[src/rtl/uart_rx_param.sv]
// uart_rx_param - parametrised UART receiver with a one-entry holding register.
//
// Receives asynchronous serial frames (start, DATA_BITS payload LSB first,
// optional parity, STOP_BITS stop bits) using an oversample strobe from the
// baud-rate tick generator. It rejects start-bit glitches and flags parity and
// framing errors. After a framing error it waits for the line to return high
// before looking for another start bit.
//
// Optional build macro UART_RX_MAJORITY_EN: when defined, each bit is decided
// by a 2-of-3 vote over the midpoint tick and its two neighbours. The decision
// is taken one tick after the midpoint. Otherwise a single midpoint sample is
// used.
//
// Ports:
//   clk        in   system clock, rising edge
//   reset_n    in   asynchronous active-low reset
//   rx         in   serial line (asynchronous, idle high)
//   sam_tick   in   one-clk oversample strobe, OVERSAMPLE per bit period
//   data_out   out  received word, meaningful while data_valid=1
//   data_valid out  holding register occupied
//   data_ready in   consumer takes the word when data_valid & data_ready
//   parity_err out  parity mismatch for the held word
//   frame_err  out  a stop bit of the held word sampled 0
//   overrun    out  held word replaced a word that was never consumed
//   busy       out  receiver FSM is not idle
module uart_rx_param #(
  parameter int DATA_BITS  = 8,
  parameter int PARITY     = 0,
  parameter int STOP_BITS  = 1,
  parameter int OVERSAMPLE = 16
) (
  input  logic                 clk,
  input  logic                 reset_n,
  input  logic                 rx,
  input  logic                 sam_tick,
  output logic [DATA_BITS-1:0] data_out,
  output logic                 data_valid,
  input  logic                 data_ready,
  output logic                 parity_err,
  output logic                 frame_err,
  output logic                 overrun,
  output logic                 busy
);

  localparam int SW = $clog2(OVERSAMPLE);
  localparam int BW = $clog2(DATA_BITS + 1);
`ifdef UART_RX_MAJORITY_EN
  localparam logic [SW-1:0] S_FIRST = SW'(OVERSAMPLE / 2);
`else
  localparam logic [SW-1:0] S_FIRST = SW'(OVERSAMPLE / 2 - 1);
`endif
  localparam logic [SW-1:0] S_LAST    = SW'(OVERSAMPLE - 1);
  localparam logic [BW-1:0] B_LAST    = BW'(DATA_BITS - 1);
  localparam logic [BW-1:0] STOP_LAST = BW'(STOP_BITS - 1);
  localparam logic          PAR_ODD   = (PARITY == 1);

  typedef enum logic [2:0] {
    ST_IDLE, ST_START, ST_DATA, ST_PAR, ST_STOP, ST_RECOVER
  } state_t;

  state_t               state, state_n;
  logic [SW-1:0]        s_count, s_count_n;
  logic [BW-1:0]        b_count, b_count_n;
  logic                 perr, perr_n, ferr, ferr_n;
  logic                 shift_en, load;
  logic                 rx_p0, rx_s;
  logic                 bit_val;
  logic [DATA_BITS-1:0] shreg_p0;

  function automatic logic majority3(input logic a, input logic b, input logic c);
    return (a & b) | (a & c) | (b & c);
  endfunction

  // Stage p0/p1: two-flop synchroniser, idles high so reset looks like a quiet line
  always_ff @(posedge clk or negedge reset_n) begin
    if (!reset_n) begin
      rx_p0 <= 1'b1;
      rx_s  <= 1'b1;
    end else begin
      rx_p0 <= rx;
      rx_s  <= rx_p0;
    end
  end

`ifdef UART_RX_MAJORITY_EN
  // Stage p2: rx_s at the two previous ticks; vote is completed with the current tick
  logic [1:0] hist_p0;
  always_ff @(posedge clk) begin
    if (sam_tick) hist_p0 <= {hist_p0[0], rx_s};
  end
  assign bit_val = majority3(hist_p0[1], hist_p0[0], rx_s);
`else
  assign bit_val = rx_s;
`endif

  always_ff @(posedge clk or negedge reset_n) begin
    if (!reset_n) begin
      state   <= ST_IDLE;
      s_count <= '0;
      b_count <= '0;
      perr    <= 1'b0;
      ferr    <= 1'b0;
    end else begin
      state   <= state_n;
      s_count <= s_count_n;
      b_count <= b_count_n;
      perr    <= perr_n;
      ferr    <= ferr_n;
    end
  end

  always_comb begin
    state_n   = state;
    s_count_n = s_count;
    b_count_n = b_count;
    perr_n    = perr;
    ferr_n    = ferr;
    shift_en  = 1'b0;
    load      = 1'b0;
    case (state)
      ST_IDLE: begin
        if (!rx_s) begin
          state_n   = ST_START;
          s_count_n = '0;
        end
      end
      ST_START: begin
        if (sam_tick) begin
          if (s_count == S_FIRST) begin
            s_count_n = '0;
            if (bit_val) begin
              state_n = ST_IDLE;
            end else begin
              state_n   = ST_DATA;
              b_count_n = '0;
              perr_n    = 1'b0;
              ferr_n    = 1'b0;
            end
          end else begin
            s_count_n = s_count + SW'(1);
          end
        end
      end
      ST_DATA: begin
        if (sam_tick) begin
          if (s_count == S_LAST) begin
            s_count_n = '0;
            shift_en  = 1'b1;
            if (b_count == B_LAST) begin
              b_count_n = '0;
              state_n   = (PARITY != 0) ? ST_PAR : ST_STOP;
            end else begin
              b_count_n = b_count + BW'(1);
            end
          end else begin
            s_count_n = s_count + SW'(1);
          end
        end
      end
      ST_PAR: begin
        if (sam_tick) begin
          if (s_count == S_LAST) begin
            s_count_n = '0;
            // The shift register already holds the full payload here
            perr_n    = (^{shreg_p0, bit_val}) ^ PAR_ODD;
            state_n   = ST_STOP;
          end else begin
            s_count_n = s_count + SW'(1);
          end
        end
      end
      ST_STOP: begin
        if (sam_tick) begin
          if (s_count == S_LAST) begin
            s_count_n = '0;
            if (!bit_val) ferr_n = 1'b1;
            if (b_count == STOP_LAST) begin
              // Leave at the stop midpoint so a back-to-back start edge is caught
              load      = 1'b1;
              b_count_n = '0;
              state_n   = ferr_n ? ST_RECOVER : ST_IDLE;
            end else begin
              b_count_n = b_count + BW'(1);
            end
          end else begin
            s_count_n = s_count + SW'(1);
          end
        end
      end
      ST_RECOVER: begin
        // A line held low (break) must return high before the next start bit
        if (rx_s) state_n = ST_IDLE;
      end
      default: state_n = ST_IDLE;
    endcase
  end

  always_ff @(posedge clk) begin
    if (shift_en) shreg_p0 <= {bit_val, shreg_p0[DATA_BITS-1:1]};
  end

  // Holding register: a load wins over a same-cycle consume, which clears overrun
  always_ff @(posedge clk or negedge reset_n) begin
    if (!reset_n) begin
      data_out   <= '0;
      data_valid <= 1'b0;
      parity_err <= 1'b0;
      frame_err  <= 1'b0;
      overrun    <= 1'b0;
    end else if (load) begin
      data_out   <= shreg_p0;
      data_valid <= 1'b1;
      parity_err <= perr;
      frame_err  <= ferr_n;
      overrun    <= data_valid & ~data_ready;
    end else if (data_valid && data_ready) begin
      data_valid <= 1'b0;
      parity_err <= 1'b0;
      frame_err  <= 1'b0;
      overrun    <= 1'b0;
    end
  end

  assign busy = (state != ST_IDLE);

endmodule

[config.mk]
export PLATFORM = sky130hd
export DESIGN_NAME = uart_rx_param
export DESIGN_NICKNAME = d
export VERILOG_FILES = /design/src/rtl/uart_rx_param.sv
export SDC_FILE = /design/constraint.sdc
export NUM_CORES = 1
export LEC_CHECK = 0
export CORE_ASPECT_RATIO = 2
export CORE_MARGIN = 3
export CORE_UTILIZATION = 55
export CTS_BUF_LIST = sky130_fd_sc_hd__clkbuf_16
export DETAILED_ROUTE_END_ITERATION = 10
export PLACE_DENSITY = 0.77
export SYNTH_ARGS = -nofsm -noshare
export SYNTH_HDL_FRONTEND = slang
export SYNTH_SLANG_ARGS = --single-unit
[constraint.sdc]
create_clock -name clk -period 3.5 [get_ports clk]
set_clock_uncertainty 0.15 [all_clocks]
set_input_delay 0.35 -clock clk [delete_from_list [all_inputs] [get_ports clk]]
set_output_delay 0.35 -clock clk [all_outputs]
set_load 0.02 [all_outputs]
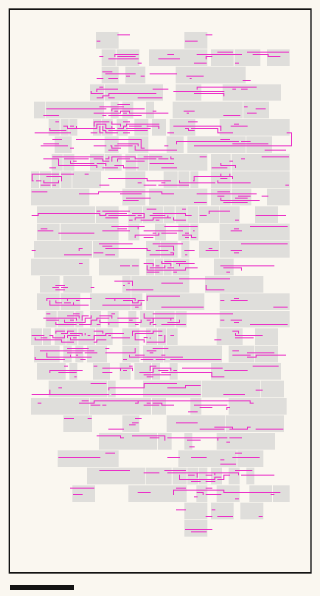
Run 1: metal 1
Bar = 10 um. Cells faint in the background.
nets with wire on the layer: 171
wire length on this layer: 1300 um
vias: 1350
met1 usage in global routing: 0.179
final WL: 3550 um

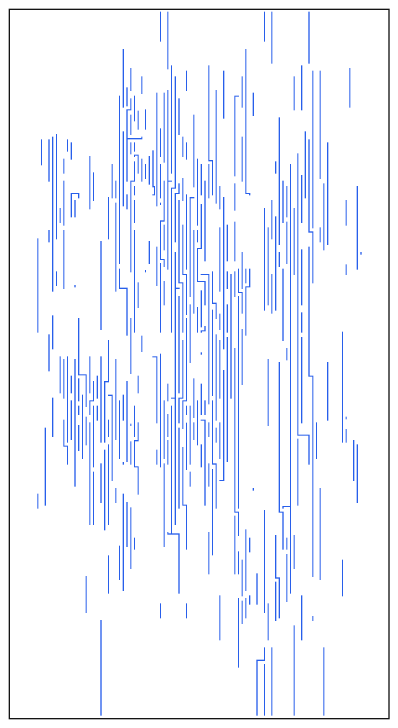
Run 1: M2 wires
wire length on this layer: 2030 um
nets with wire on the layer: 173
share of all routed wire: 57%
longest straight run: 53.0 um
main direction: vertical
GR Util met2: 0.369

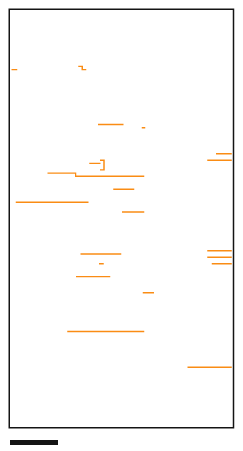
Run 1: the metal 3 layer
Bar = 10 um.
share of all routed wire: 3.4%
nets with wire on the layer: 14
wire length on this layer: 122 um
grt met3 use: 0.0556

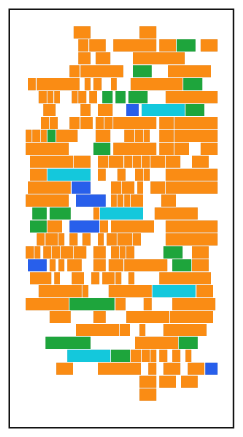
Run 1: sizing map
legend:
  orange:
    size: drive 1 or less
    cells: 155
  cyan:
    size: drive 6 and up
    cells: 5
  blue:
    size: drive 3 to 4
    cells: 6
  green:
    size: drive 2
    cells: 18
nonclk buf count: 19
slack of the critical path: 1040 ps

==> metrics.cfg, run 1 <==
[critical_path]
crit_top_cell=or4_4
r2r-end=b_count[3]
required_ps=3550
r2r_start=s_count[0]
cp_num_buf_inv=0
path_cells=ha_1 > nand3_4 > or4_4 > o31a_4 > or4_4 > o211ai_2

[flow_run]
tool_warnings=27
maxCapViolations=0

[final_timing]
hold_ws_ps=208
relSlewSlack=0.633
finalHoldViolations=0
fmax_ghz=0.406
fin_tns_setup_ps=0
setup_viol=0

[synthesis]
async_flop_share=0.771
synth.top_cell.area_share=0.341
synth_area_leader_cell=dfrtp_1
syn_area_per_cell_sq_um=10.9
adder_share=0.0205
yosys_area_sq_um=1830

[clock_tree]
htreeDepth=2
holdBufCountCts=0

[placement]
portBuffers=17

[floorplan]
core_area_sq_um=3190
num_rows=29
io_pins=18

[global_routing]
grt_max_degree=28
grt_pass1_wl_um=5870
grt.overflow.total=0

[route]
antenna_left=0
first_iter_violations=33

[run_status]
status=complete, no violations

run 1: worst reg2reg max path: cells and delay by family, from the launching register on:
kind	cells	cell delay, ps
adder cells (fa/ha/maj)	1	380
AND/OR/NAND/NOR	3	1070
AND-OR/OR-AND	2	400
flip-flops	1	390
run 1: power breakdown:
group	internal (mW)	switching (mW)	total, mW
Sequential	0.450	0.0537	0.504
Combinational	0.0618	0.0688	0.131
Clock	0.256	0.151	0.407
run 1: final cells by class:
type / count / area [sq um] / share of cell area
Clock inverter: 3 / 12.5 / 0.00591
Inverter: 9 / 33.8 / 0.0160
Clock buffer: 5 / 125 / 0.0591
Timing Repair Buffer: 19 / 185 / 0.0875
Tap cell: 31 / 38.8 / 0.0183
Multi-Input combinational cell: 113 / 802 / 0.379
Sequential cell: 35 / 918 / 0.434
run 1: per-stage QoR:
| stage | std cells | setup slack, ps | instance area [sq um] | total power, mW |
|---|---|---|---|---|
| floorplan | 169 | 1250 | 1830 | 0.617 |
| global placement | 207 | 842 | 1980 | 0.628 |
| detailed placement | 207 | 778 | 1980 | 0.640 |
| CTS | 215 | 1020 | 2120 | 1.05 |
| global route | 215 | 938 | 2120 | 1.10 |
| finish | 215 | 1040 | 2120 | 1.04 |
run 1: cell families (layout without fill, tap and decap cells):
| family | after synthesis | count (layout) |
|---|---|---|
| DFF | 35 | 35 |
| AOI/OAI and AO/OA | 37 | 37 |
| adders and majority gates | 3 | 3 |
| and+or+nand+nor | 54 | 54 |
| muxes | 11 | 11 |
| xor gates and xnor gates | 8 | 8 |
| buffers and inverters | 21 | 36 |
run 1: cells in the mapped netlist (2+ instances only):
cell type and instances:
nor3b_1 5, nand2_1 13, or2_2 2, dfstp_2 2, mux2_2 9, a22oi_1 2, clkbuf_1 6, nand3_1 7
or4_4 2, inv_1 9, nand4b_1 2, nor3_1 5, or3_1 2, nor2b_1 4, nor2_1 3, mux2i_1 2
buf_6 3, o21ai_0 16, ha_1 3, edfxtp_1 8, clkbuf_2 2, dfrtp_1 25, xnor2_1 7, a21oi_1 5
a211oi_1 2
run 1: state kept, by name, summed over array words and instances, names as in the netlist:
register	count
b_count	4
bit_val	1
data_out	8
data_valid	1
ferr	1
frame_err	1
overrun	1
parity_err	1
perr	1
rx_p0	1
s_count	4
shreg_p0	8
state	3
run 1: per-layer routing:
metal,GRT usage,share of wire,up-vias
li1,-,-,630
met1,0.179,0.37,685
met2,0.369,0.57,26
met3,0.0556,0.034,9
met4,0.103,0.026,0
met5,0,0,-
run 1: how the worst max path moves through the flow:
stage / slack [ps] / end / startpoint
6_report: 1040 / b_count[3] / s_count[0]
4_1_cts: 1020 / b_count[3] / s_count[0]
3_5_place_dp: 780 / b_count[3] / sam_tick
3_3_place_gp: 840 / b_count[3] / sam_tick
5_1_grt: 940 / state[2] / b_count[0]
2_1_floorplan: 1250 / b_count[3] / s_count[0]
Run 1, clock nets:
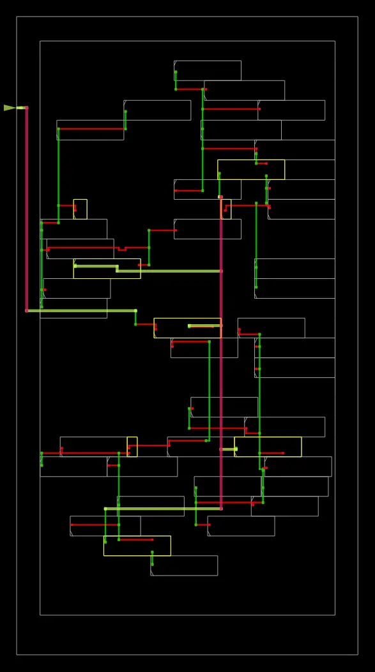

## Run 2: what changed since run 1
clock period = 2.3 ns   (was 3.5 ns; I/O delays follow)
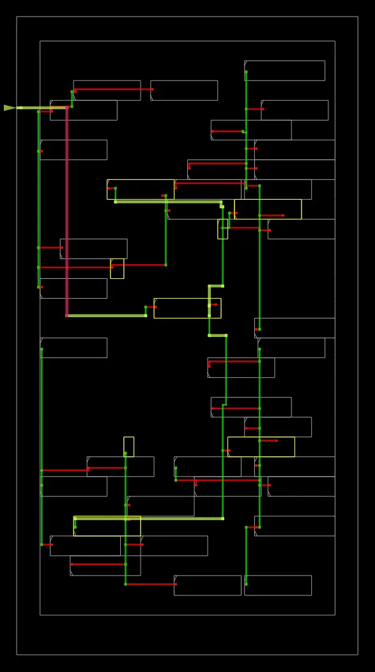
Run 2: clock nets
flop count: 35
Sink Count: 35

==> run 2 against run 1 <==
Net effect: utilization up 3.1 points; highest routed layer unchanged; sequential power rose by 45%; area after synthesis stayed put; largest cell class unchanged; global-route usage rose by 1.0 points; register-to-register slack worse by 960 ps.
==> metrics.cfg, run 2 <==
[pwr]
p_seq_frac=0.450
pwr-share-comb=0.171
p_clk_frac=0.379
p_sw_mw=0.423

[final_layout]
largest_registers=data_out: 8 flops, shreg_p0: 8 flops

[flow_run]
maxCapViolations=0
tool_warnings=27

[placement]
dpl_cell_area_sq_um=2080
portBuffers=17

[run_status]
status=complete, no violations

[final_timing]
finalHoldViolations=0
setup_viol=0

[synthesis]
synth_area_leader_cell=dfrtp_1
yosys_area_sq_um=1830

[global_routing]
grt_max_degree=28

[route]
antenna_left=0

[critical_path]
crit_top_cell=or4_4
path_cells=ha_2 > nand3_4 > or4_4 > o31a_4 > or4_4 > o211ai_2
cp_num_buf_inv=0

[floorplan]
io_pins=18

[clock_tree]
htreeDepth=2

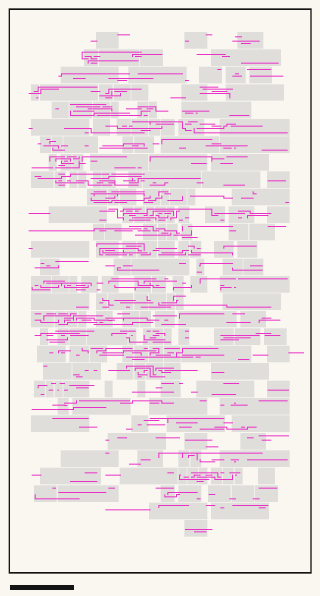
Run 2: metal 1
Bar = 10 um. Cells faint in the background.
final WL: 3660 um
met1 usage in global routing: 0.200
vias: 1358

[run 2: cell counts after synthesis]
No cell type changed its count.
[run 2: cell type report]
class,count,area share
tap,31,0.0175
sequential,35,0.414
multi-input combinational,113,0.363
timing repair buffer,32,0.128
clock buffer,5,0.0565
clock inverter,3,0.00565
inverter,9,0.0152
[run 2: cells by family after synthesis]
| family | Yosys count | share of synthesized area |
|---|---|---|
| and+or+nand+nor | 54 | 0.179 |
| AOI/OAI and AO/OA | 37 | 0.134 |
| DFF | 35 | 0.501 |
| buffers and inverters | 21 | 0.0621 |
| muxes | 11 | 0.0662 |
| xor gates and xnor gates | 8 | 0.0382 |
| adders and majority gates | 3 | 0.0205 |
[run 2: metal layers]
layer  global-route usage  wire length, um  up-vias  part of all wire
met5                    0                0        -                 0
met4                0.141              110        0             0.030
met3               0.0597              100       11             0.027
met2                0.361             2100       35              0.57
met1                0.200             1350      655              0.37
li1                     -                -      657                 -
[run 2: timing repair]
item / in CTS / in global routing
hold buffers: 0 / 0
setup endpoints to repair: 0 / 1
resized: 0 / 1
[run 2: through the flow]
stage	setup WS (ps)	setup TNS (ps)	power, mW	hold slack [ps]
6_report	81.0	0	1.63	186
5_1_grt	24.4	0	1.72	213
4_1_cts	58.1	0	1.64	199
3_5_place_dp	-76.3	-119	1.02	200
3_3_place_gp	-57.5	-57.5	1.00	198
2_1_floorplan	52.8	0	0.939	-216
[run 2: how the worst max path moves through the flow]
stage,to,start,slack (ps),cells after the start
2_1_floorplan,b_count[3],s_count[0],50,7
3_3_place_gp,b_count[3],sam_tick,-60,6
3_5_place_dp,b_count[3],sam_tick,-80,6
4_1_cts,b_count[3],s_count[0],60,6
5_1_grt,b_count[2],s_count[0],20,7
6_report,b_count[3],s_count[0],80,6
[run 2: power groups by stage]
stage / logic, mW / clock network, mW / registers, mW
2_1_floorplan: 0.212 / 0 / 0.728
3_3_place_gp: 0.263 / 0 / 0.741
3_5_place_dp: 0.274 / 0 / 0.744
4_1_cts: 0.276 / 0.636 / 0.732
5_1_grt: 0.314 / 0.667 / 0.740
6_report: 0.278 / 0.617 / 0.733
Run 2, M2 wires:
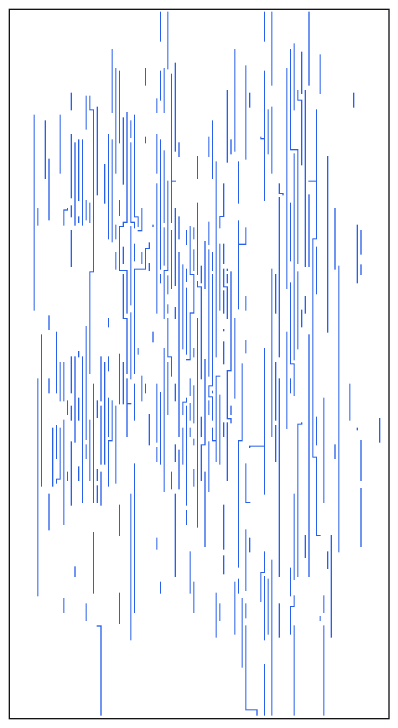

## Run 3: what changed since run 2
CORE_UTILIZATION = 50   (was 55)
PLACE_DENSITY = 0.71   (was 0.77)
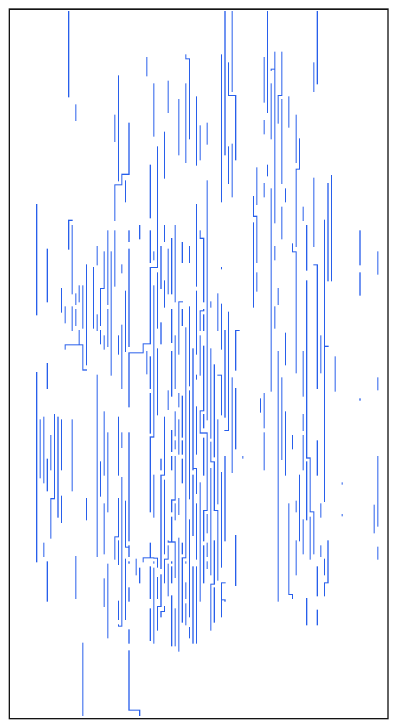
Run 3: M2 wires
share of all routed wire: 54%
main direction: vertical
wire length on this layer: 1940 um
nets with wire on the layer: 179
vias: 1355
GR Util met2: 0.334
final WL: 3600 um

==> run 3 against run 2 <==
Net effect: sequential power barely moved; register-to-register slack barely moved; worst setup slack got worse by 43 ps; design area rose by 2.9%; area after synthesis did not move; synthesized cell count did not move; via count fell by 0.22%; wire length fell by 1.6%; critical endpoint is now busy.
==> metrics.cfg, run 3 <==
[synthesis]
synthAoiAreaFrac=0.134
ys_sh_xor=0.0382
async_flop_share=0.771
mux_share=0.0662
adder_share=0.0205
yosys_area_sq_um=1830
synth_area_leader_cell=dfrtp_1
syn_area_per_cell_sq_um=10.9
top_cell=dfrtp_1
synthTopCellsByCount=dfrtp_1 (25), o21ai_0 (16), nand2_1 (13)

[clock_tree]
holdBufCountCts=0
cts.sinks=35

[final_timing]
fmax_ghz=0.442
fin_tns_setup_ps=0
relSlewSlack=0.641

[critical_path]
required_ps=1920

[run_status]
status=complete, no violations

[global_routing]
grt_max_degree=28

[pwr]
p_clk_frac=0.432
pwr-share-comb=0.154
p_seq_frac=0.414

[route]
first_iter_violations=26

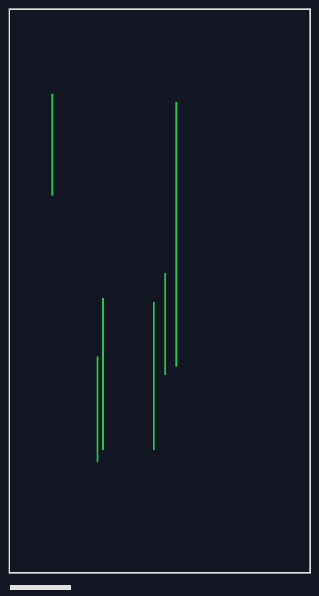
Run 3: metal 4
Bar = 10 um.
longest straight run: 42.8 um
main direction: vertical

==> run 3: netlist changes by cell type in the layout (fill, tap and decap cells not counted), sizes merged <==
| cell | delta |
|---|---|
| buf | +1 |
| inv | -1 |
| bufinv | +1 |
==> run 3: kinds of logic (layout without fill, tap and decap cells) <==
family	after synthesis	count (layout)
and+or+nand+nor	54	54
AOI/OAI and AO/OA	37	37
DFF	35	35
buffers and inverters	21	50
muxes	11	11
xor gates and xnor gates	8	8
adders and majority gates	3	3
==> run 3: routing by layer <==
layer | part of all wire | track usage | vias to the layer above
met5 | 0 | 0 | -
li1 | - | - | 658
met1 | 0.39 | 0.190 | 651
met4 | 0.039 | 0.107 | 0
met3 | 0.033 | 0.0472 | 14
met2 | 0.54 | 0.334 | 32
==> run 3: power groups by stage <==
stage | combinational, mW | clock, mW | sequential [mW]
after floorplan | 0.212 | 0 | 0.728
after global placement | 0.262 | 0 | 0.738
after detailed placement | 0.273 | 0 | 0.743
after CTS | 0.274 | 0.780 | 0.732
after global routing | 0.317 | 0.817 | 0.740
final | 0.272 | 0.763 | 0.732
==> run 3: through the flow <==
step                      utilization  worst slack [ps]  std cells  hold slack [ps]
after floorplan                     -              52.8        169             -216
after global placement          0.609             -90.6        238              199
after detailed placement        0.609              -120        238              198
after CTS                       0.658              44.1        246              197
after global routing            0.660              4.78        246              197
final                           0.660              37.6        246              179
==> run 3: final timing paths <==
path | start | end | slack, ps | cells past startpoint
setup / recovery | state[1] | busy | 40 | 3
setup reg to reg | s_count[0] | b_count[3] | 80 | 6
hold reg to reg | rx_p0 | bit_val | 210 | 0
hold / removal | reset_n | state[0] | 180 | 2
max in group asynchronous | reset_n | bit_val | 1510 | 2
min in group clk | rx | rx_p0 | 210 | 1
==> run 3: worst max-delay path: stages, from the launching register on <==
cell,delay [ps]
dfrtp_1,430
buf_4,210
or3_1,410
clkdlybuf4s50_1,560
==> run 3: final cells by class <==
class | instances | area (sq um) | share of cell area
multi-input combinational | 113 | 808 | 0.355
clock inverter | 3 | 43.8 | 0.0192
sequential | 35 | 918 | 0.403
timing repair buffer | 33 | 290 | 0.127
tap | 48 | 60.1 | 0.0263
clock buffer | 5 | 125 | 0.0549
inverter | 9 | 33.8 | 0.0148
No activity file was given, so power comes from the tool's default toggle rates.
